<file path="src/rtl/measure_sequencer_pkg.sv">
// Shared types and constants for the measurement sequencer and its range selector.
package meas_pkg;

    localparam int NUM_CH = 10;
    localparam int VAL_W  = 32;
    localparam int IDX_W  = 4;

    typedef enum logic [5:0] {
        S_IDLE      = 6'b000001,
        S_START     = 6'b000010,
        S_WAIT_BUSY = 6'b000100,
        S_WAIT_DONE = 6'b001000,
        S_SCAN      = 6'b010000,
        S_RESULT    = 6'b100000
    } state_t;

    typedef enum logic [1:0] {
        ERR_OK      = 2'd0,
        ERR_NOSTART = 2'd1,
        ERR_TIMEOUT = 2'd2,
        ERR_NORANGE = 2'd3
    } err_t;

    // A count is usable only if it is non-zero and below the saturation limit.
    function automatic logic eligible(input logic [VAL_W-1:0] val, input logic [VAL_W-1:0] lim);
        return (val < lim) && (val != '0);
    endfunction

endpackage

</file>
<file path="src/rtl/measure_sequencer_range_select.sv">
// Running best-channel tracker: one channel is offered per step, the largest eligible count wins.
module range_select
    import meas_pkg::*;
#(
    parameter logic [VAL_W-1:0] SAT_LIMIT = 32'h7FFF_FFFF
) (
    input  logic             clk,
    input  logic             rst,
    input  logic             start,
    input  logic             step,
    input  logic [VAL_W-1:0] val,
    input  logic [IDX_W-1:0] idx,
    output logic [IDX_W-1:0] best_idx,
    output logic [VAL_W-1:0] best_val,
    output logic             found
);

    logic [IDX_W-1:0] r_best_idx;
    logic [VAL_W-1:0] r_best_val;
    logic             r_found;

    // Strict compare keeps the lowest index on ties; best_val starts at 0 and
    // eligible values are non-zero, so the first eligible channel always wins.
    always_ff @(posedge clk) begin
        if (rst || start) begin
            r_best_idx <= '0;
            r_best_val <= '0;
            r_found    <= 1'b0;
        end else if (step && eligible(val, SAT_LIMIT) && (val > r_best_val)) begin
            r_best_idx <= idx;
            r_best_val <= val;
            r_found    <= 1'b1;
        end
    end

    assign best_idx = r_best_idx;
    assign best_val = r_best_val;
    assign found    = r_found;

endmodule

</file>
<file path="src/rtl/measure_sequencer.sv">
// Sequences one measurement: start pulse, wait for busy rise/fall with timeouts,
// scan all channels for the best in-range count, and hold the result until accepted.
module measure_sequencer
    import meas_pkg::*;
#(
    parameter int               START_WAIT = 16,
    parameter int               DONE_WAIT  = 2**24,
    parameter logic [VAL_W-1:0] SAT_LIMIT  = 32'h7FFF_FFFF
) (
    input  logic                         clk,
    input  logic                         rst,
    input  logic                         req_valid,
    output logic                         req_ready,
    output logic                         meas_start,
    input  logic                         meas_busy,
    input  logic [NUM_CH-1:0][VAL_W-1:0] meas_val,
    output logic                         res_valid,
    input  logic                         res_ready,
    output logic [IDX_W-1:0]             res_ch,
    output logic [VAL_W-1:0]             res_val,
    output logic [1:0]                   res_err
);

    localparam int CNT_MAX = (START_WAIT > DONE_WAIT) ? START_WAIT : DONE_WAIT;
    localparam int CNT_W   = $clog2(CNT_MAX + 1);

    localparam logic [CNT_W-1:0] START_LAST = CNT_W'(START_WAIT - 1);
    localparam logic [CNT_W-1:0] DONE_LAST  = CNT_W'(DONE_WAIT - 1);
    localparam logic [CNT_W-1:0] SCAN_LAST  = CNT_W'(NUM_CH - 1);

    state_t           r_state;
    state_t           w_next;
    logic [CNT_W-1:0] r_cnt;
    logic [CNT_W-1:0] w_cnt_inc;
    err_t             r_err;

    logic             w_accept;
    logic             w_busy_rise;
    logic             w_nostart;
    logic             w_busy_fall;
    logic             w_timeout;
    logic             w_scan_last;
    logic             w_res_done;

    logic [IDX_W-1:0] w_idx;
    logic [VAL_W-1:0] w_val;
    logic [IDX_W-1:0] w_best_idx;
    logic [VAL_W-1:0] w_best_val;
    logic             w_found;

    assign w_accept    = (r_state == S_IDLE) && req_valid;
    assign w_busy_rise = (r_state == S_WAIT_BUSY) && meas_busy;
    assign w_nostart   = (r_state == S_WAIT_BUSY) && !meas_busy && (r_cnt >= START_LAST);
    assign w_busy_fall = (r_state == S_WAIT_DONE) && !meas_busy;
    assign w_timeout   = (r_state == S_WAIT_DONE) && meas_busy && (r_cnt >= DONE_LAST);
    assign w_scan_last = (r_state == S_SCAN) && (r_cnt == SCAN_LAST);
    assign w_res_done  = (r_state == S_RESULT) && res_ready;

    assign w_cnt_inc = (r_cnt == '1) ? r_cnt : r_cnt + 1'b1;

    always_ff @(posedge clk) begin
        if (rst) begin
            r_state <= S_IDLE;
        end else begin
            r_state <= w_next;
        end
    end

    always_comb begin
        w_next = r_state;
        unique case (r_state)
            S_IDLE:      if (w_accept)    w_next = S_START;
            S_START:                      w_next = S_WAIT_BUSY;
            S_WAIT_BUSY: if (w_busy_rise) w_next = S_WAIT_DONE;
                         else if (w_nostart) w_next = S_RESULT;
            S_WAIT_DONE: if (w_busy_fall) w_next = S_SCAN;
                         else if (w_timeout) w_next = S_RESULT;
            S_SCAN:      if (w_scan_last) w_next = S_RESULT;
            S_RESULT:    if (w_res_done)  w_next = S_IDLE;
            default:                      w_next = S_IDLE;
        endcase
    end

    // One counter serves both wait phases and doubles as the scan channel index.
    always_ff @(posedge clk) begin
        if (rst) begin
            r_cnt <= '0;
        end else if ((r_state == S_START) || w_busy_rise || w_busy_fall) begin
            r_cnt <= '0;
        end else if ((r_state == S_WAIT_BUSY) || (r_state == S_WAIT_DONE) || (r_state == S_SCAN)) begin
            r_cnt <= w_cnt_inc;
        end else begin
            r_cnt <= '0;
        end
    end

    always_ff @(posedge clk) begin
        if (rst || (r_state == S_START)) begin
            r_err <= ERR_OK;
        end else if (w_nostart) begin
            r_err <= ERR_NOSTART;
        end else if (w_timeout) begin
            r_err <= ERR_TIMEOUT;
        end
    end

    assign w_idx = r_cnt[IDX_W-1:0];

    always_comb begin
        w_val = '0;
        for (int i = 0; i < NUM_CH; i++) begin
            if (w_idx == IDX_W'(i)) w_val = meas_val[i];
        end
    end

    range_select #(
        .SAT_LIMIT (SAT_LIMIT)
    ) u_range_select (
        .clk      (clk),
        .rst      (rst),
        .start    (r_state == S_START),
        .step     (r_state == S_SCAN),
        .val      (w_val),
        .idx      (w_idx),
        .best_idx (w_best_idx),
        .best_val (w_best_val),
        .found    (w_found)
    );

    always_comb begin
        req_ready  = 1'b0;
        meas_start = 1'b0;
        res_valid  = 1'b0;
        res_ch     = '0;
        res_val    = '0;
        res_err    = ERR_OK;
        unique case (r_state)
            S_IDLE:  req_ready  = 1'b1;
            S_START: meas_start = 1'b1;
            S_RESULT: begin
                res_valid = 1'b1;
                if (r_err != ERR_OK) begin
                    res_err = r_err;
                end else if (!w_found) begin
                    res_err = ERR_NORANGE;
                end else begin
                    res_ch  = w_best_idx;
                    res_val = w_best_val;
                end
            end
            default: ;
        endcase
    end

endmodule

</file>
<file path="config.mk">
export PLATFORM = sky130hd
export DESIGN_NAME = measure_sequencer
export DESIGN_NICKNAME = d
export VERILOG_FILES = /design/src/rtl/measure_sequencer_pkg.sv /design/src/rtl/measure_sequencer_range_select.sv /design/src/rtl/measure_sequencer.sv
export SDC_FILE = /design/constraint.sdc
export NUM_CORES = 1
export LEC_CHECK = 0
export CAP_MARGIN = 20
export CORE_MARGIN = 3
export CORE_UTILIZATION = 40
export CTS_BUF_LIST = sky130_fd_sc_hd__clkbuf_2
export DETAILED_ROUTE_END_ITERATION = 7
export GPL_ROUTABILITY_DRIVEN = 0
export PLACE_DENSITY = 0.83
export REMOVE_ABC_BUFFERS = 1
export SLEW_MARGIN = 20
export SYNTH_ARGS = -nofsm -noshare
export SYNTH_HDL_FRONTEND = slang
export SYNTH_SLANG_ARGS = --single-unit
</file>
<file path="constraint.sdc">
create_clock -name clk -period 4.46 [get_ports clk]
set_input_delay 0.446 -clock clk [delete_from_list [all_inputs] [get_ports clk]]
set_output_delay 0.446 -clock clk [all_outputs]
set_load 0.03 [all_outputs]
</file>
closeup.png
Region (101, 101) to (121, 121) um. Cells in grey, sequential cells in the stronger grey; small squares are vias.
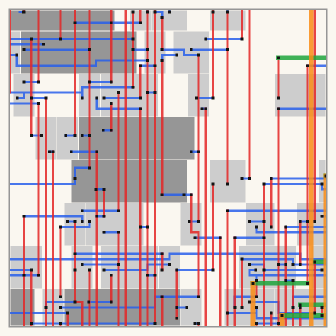
colour	layer
red	M2
orange	M4
blue	M1
green	M3
sequential cells in the window	4
cells with their middle in the window	28
netlist names of flops here include	u_range_select.best_val (4)
most frequent	nand2_1 (7), inv_1 (5), dfxtp_1 (4)

pinout.png
Scale bar: 50 um. Pins as bars across the die edge, other pins in grey.
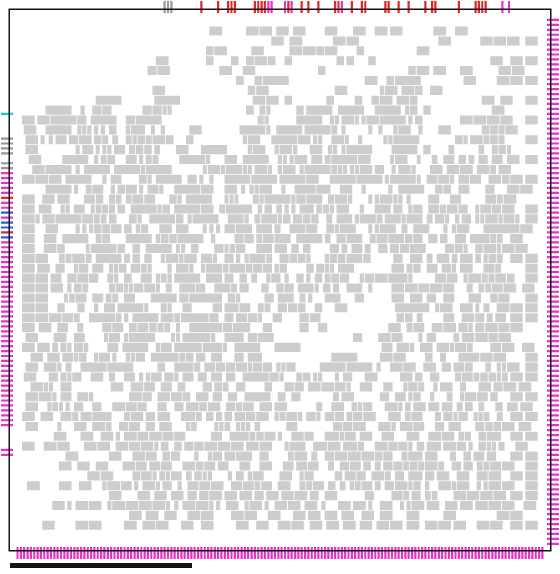
colour	port	pins	direction	edge
magenta	meas_val	320	input	158 south, 107 east, 48 west, 7 north
cyan	clk	1	input	west
red	res_val	32	output	30 north, 2 west
blue	res_ch	4	output	west
all pins by edge	158 south, 107 east, 61 west, 40 north
buffers added on ports: 365
Die H: 149 um
Die Width: 149 um

==> reports/metrics.cfg <==
[outcome]
status=complete, no violations

[grt]
grt_pass1_wl_um=61200
grt_max_degree=73
use_met3_pct=9.48
grt_util_met2_pct=58.8

[final_layout]
drive_gt1_share_pct=8.85
final_common_cell=clkdlybuf4s50_1
lay_top_cells=clkdlybuf4s50_1, nand2_1, a21oi_1
flop_area_um2=1410

[run]
maxCapViolCount=0
warning_count=28

[synthesis]
synth_top_flop_cell=dfxtp_1
synth.cell_area_um2=8130
netlist_instances=1136
synth_cell_types=89
ys_area_um2=8130
synthArstFlopShare_pct=0
yosys.stat.seqShare_pct=17.2

[place]
place_hpwl_um=33000
pre_cts_slack_ns=0.173

[detailed_routing]
drc=0
wl_um=41600
drt_iter0_drc=1322
drtAntennaViolNets=0
drt-vias-per-instance=6.27

[sta]
fin_tns_setup_ns=0
tightest_slew_ns=1.03

[setup_path]
crit_type=reg -> reg
crit_path_end_kind=flip-flop

[power]
comb_power_share_pct=35.5
vdd_drop_max_v=0.000150
seq_power_share_pct=43.5
power_density_nw_per_um2=116
switching_share_pct=28.2

[die]
coreArea_um2=19700
fp_util_pct=41.2

[clock_tree]
ctsHtreeMaxLevel=3
cts.hold.buffers_added=0
cts_buffer_depth=2

-- flip-flops by register name, summed over array words and instances (netlist names) --
signal	count
r_cnt	25
r_err	2
r_state	6
u_range_select.best_idx	4
u_range_select.best_val	32
u_range_select.found	1
-- layout make-up --
type                            instances  area share [%]
Antenna cell                            6           0.121
Clock buffer                           12           0.482
Clock inverter                          4           0.191
Inverter                               82            2.47
Multi-Input combinational cell        884            48.2
Sequential cell                        70            11.3
Tap cell                              265            2.66
Timing Repair Buffer                  439            34.6
-- worst paths after layout --
path / start / to / slack, ns / cells after the start
setup / recovery: r_cnt[0]$_SDFFE_PP0P_ / u_range_select.best_val[13]$_SDFFE_PP0P_ / 0.18 / 17
hold / removal: req_valid / r_state[1]$_SDFFE_PP0P_ / 0.46 / 3
setup reg to reg: r_cnt[0]$_SDFFE_PP0P_ / u_range_select.best_val[13]$_SDFFE_PP0P_ / 0.18 / 17
hold reg to reg: u_range_select.best_idx[0]$_SDFFE_PP0P_ / u_range_select.best_idx[0]$_SDFFE_PP0P_ / 0.47 / 2
-- worst max-delay path: stages (launching register included) --
cell and delay, ns:
dfxtp_2 0.39, ha_2 0.23, buf_4 0.19, inv_1 0.41, buf_4 0.25, o21a_1 0.13
a211oi_1 0.06, a21oi_1 0.64, ha_1 0.37, and4_1 0.16, nand3_1 0.14, o21ai_0 0.11
a21oi_1 0.13, o31a_1 0.15, o31ai_1 0.11, a21oi_4 0.16, buf_6 0.30, mux2i_1 0.22
-- layer usage --
metal,up-vias,routed length (um)
met1,5017,14500
met5,-,30
met2,897,19000
met3,216,5400
li1,4921,-
met4,4,2710
-- power groups by stage --
stage,sequential [mW],combinational (mW),clock (mW)
floorplan,0.641,0.125,0
global placement,0.641,0.499,0
detailed placement,0.641,0.500,0
CTS,0.629,0.503,0.309
global route,0.629,0.540,0.335
finish,0.629,0.514,0.304
-- stage by stage --
stage                     area, um2  std cells  util, %  hold WS, ns
after floorplan                7620       1036        -        0.430
after global placement        12300       1738     62.4        0.440
after detailed placement      12300       1738     62.4        0.447
after CTS                     12400       1754     62.8        0.436
after global routing          12400       1761     63.1        0.427
final                         12500       1762     63.2        0.464
-- cells by family after synthesis --
logic type      share of synthesized area (%)
compound gates                           32.8
flops                                    17.2
xor+xnor                                 2.26
mux                                      4.55
fa+ha+maj                                5.54
buf+inv                                  10.0
simple gates                             27.5
-- synthesized netlist by cell type, drive strengths merged (8+ instances only) --
cell type,instances,area (um2)
inv,80,300
o221ai,11,103
mux2i,37,370
xor2,14,123
o21a,18,135
nor3,12,65.1
dfxtp,70,1400
nand4,22,138
a31oi,8,50.1
nand2,126,473
nand2b,12,75.1
o22ai,20,125
a221oi,48,433
o21ai,36,184
nand3b,23,173
clkbuf,41,154
nor2b,29,189
a211oi,19,143
nand3,17,85.1
a21oi,93,469
a2111oi,14,149
buf,59,355
o32a,11,110
ha,36,450
and2,40,250
nor2,85,319
nor4,13,87.6
-- what timing repair did --
item	in CTS	in global routing
buffers inserted	0	2
resized	0	12
endpoints found under the setup margin	0	36
Power and IR drop assume default switching activity.
